Design mux_arbiter, sky130hd; sources not shown.
Figure 1. Routing congestion map.
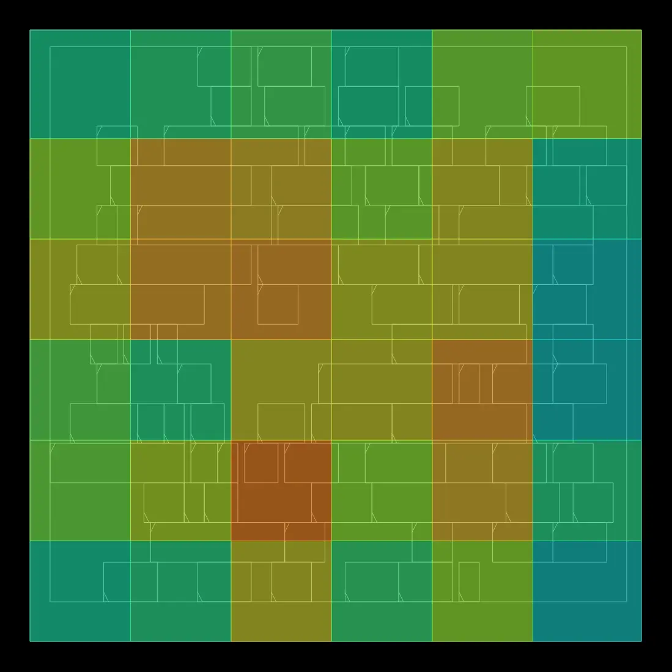
met1 Use GR: 21.78%
routed length per instance: 12.29 microns

Figure 2. Cell density map.
(10 px per micron) The die is cut into 8 by 8 equal tiles; dark blue is low, red is high, 0 to 100% covered.
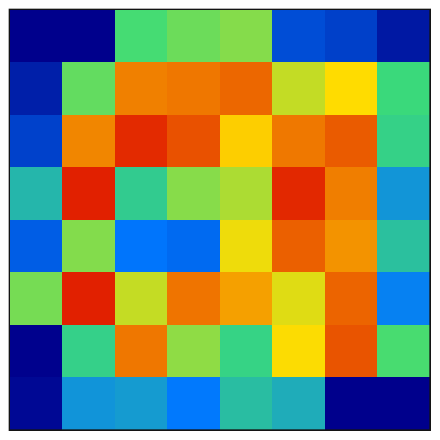
The mean over all tiles is 54%. The fullest tile reaches 96%. 31% of the tiles are over 75% full. 9.4% of the tiles are nearly empty. The emptiest ninth of the die: top left.
floorplan core density: 43.44%
Core Area: 0.001506 sq mm

Figure 3. Signal wires on met3.
(12 px per micron)
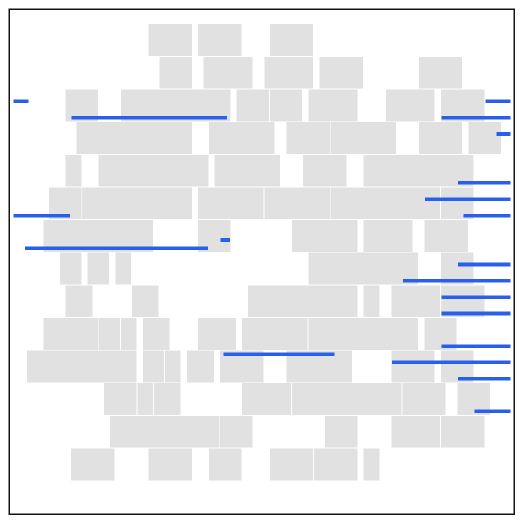
The longest straight run is 14.9 microns. The layer carries 110 microns of wire. 17 nets have wire on it. The wires run mostly horizontal.
final wirelength: 1204 microns
Global Route met3 Usage: 7.391%

Figure 4. Clock network drawn from the DEF.
(10 px per micron)
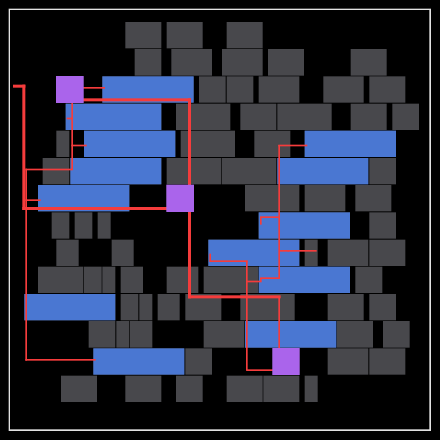
clock-net drivers: drawn in purple, count 3. clock wires: drawn in red, length 166 microns. flip-flops: drawn in blue, count 13.
There are 4 routed clock nets.
clock latency at the later pin of the worst-skew pair: 0.28 ns
Fin Clk Skew: 0.004295 ns

Figure 5. Wires at chosen ports, followed through buffers.
(6 px per micron)
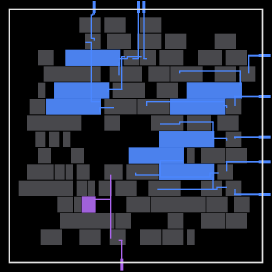
y: drawn in blue, bits 8, direction output, edge 5 right, 3 top, end cells 8, wire 156 microns. gnt1: drawn in purple, bits 1, direction output, edge bottom, end cells 1, wire 17.0 microns.
input/output buffers: 31
num ports: 32

==> deck_impl_summary.md <==
Physical Implementation Snapshot

Outcome
  • Run status: finished clean

Global routing
  • Wire length of the first global-routing pass: 2145 microns
  • Peak-usage layer in the global routing report: met2
  • GR Util All Layers: 16.79%
  • Via count of the first global-routing pass: 438
  • GRT overflow: 0
  • Pin count of the biggest net entering global routing: 14
  • Initial antenna violation count: 0

Worst setup path
  • Worst path slowest cell: dfrtp_1
  • Category of the worst setup path capture point: primary output
  • Number of buffers and inverters on the critical path: 1
  • Critical path arrival: 1.24 ns
  • Top delay family on crit path: flip-flops
  • CP max stage delay: 0.59 ns

Yosys
  • Floorplan net count: 70
  • Post-synthesis instance area: 654.4 sq um
  • Adder Share, Synth: 1.912%
  • Count of flip-flops with a built-in enable after synthesis: 0
  • Portion of netlist area occupied by mux cells: 32.12%
  • Yosys xor share: 0%
  • Mean instance size in the synthesized netlist: 13.35 sq um
  • Netlist cell types: 16
  • Number of instances in the synthesized netlist: 49
  • Fraction of synthesized cell area taken by the top area cell type: 45.89%
  • Synth Register Bits: 13
  • Largest area contributor in the netlist: dfrtp_1
  • Ranking of synthesized cells by instance count: 12 x dfrtp_1, 8 x mux2_2, 8 x mux2_4, 4 x inv_1
  • And-or/or-and share of the synthesized area: 6.501%
  • Predominant post-synthesis flop cell: dfrtp_1

Drt
  • Metal2 WL: 551 microns
  • Final routed DRC violation total: 0
  • Final ANT Viol Nets: 0
  • Routed metal-1 wirelength: 510 microns
  • Highest metal layer with signal wires: met4
  • Via-per-instance ratio: 4.806

Placed design
  • Number of placed cells counting well taps: 94
  • Dpl cell area: 939.7 sq um
  • Worst slack at placement: 0.9297 ns

Final layout
  • Fraction of standard cell area that is sequential: 33.81%
  • Non-clk buf share: 29.02%
  • Number of antenna repair diodes: 0
  • Dominant kind of cell by area: flip-flops and latches
  • Inverter tally of the final layout excluding the clock network: 4
  • Growth of design area from synthesis to finish: 47.61%
  • Share of cells above drive strength 1: 39.02%
  • Clock buf/inv share: 2.720%
  • Highest-count cells in the layout ignoring fill and taps: 19 x clkdlybuf4s50_1, 12 x buf_4, 12 x dfrtp_1
  • Final core area utilization: 64.12%
  • Number of clock buffers in the layout: 4
  • Buffer count excluding the clock tree in the final layout: 31

Job
  • Warning total across the stage logs: 26
  • Max-capacitance violation count: 0

Clock network
  • Clock tree root driver cell: clkbuf_4
  • Number of buffers added by the clock tree synthesis step: 3
  • Sink count of the clock tree: 13

Final timing
  • Worst slew margin: 66.54%
  • Unrepaired setup endpoints after global routing: no
  • Final worst path period share: 61.31%
  • Minimum period implied by the final worst setup slack: 1.839 ns
  • Number of slew-limit violations in the final report: 0
  • TNS Setup: 0 ns

Floorplan
  • Total number of tap cells: 16
  • Vertical die dimension: 41.95 microns
  • Die Outline Area: 0.001760 sq mm
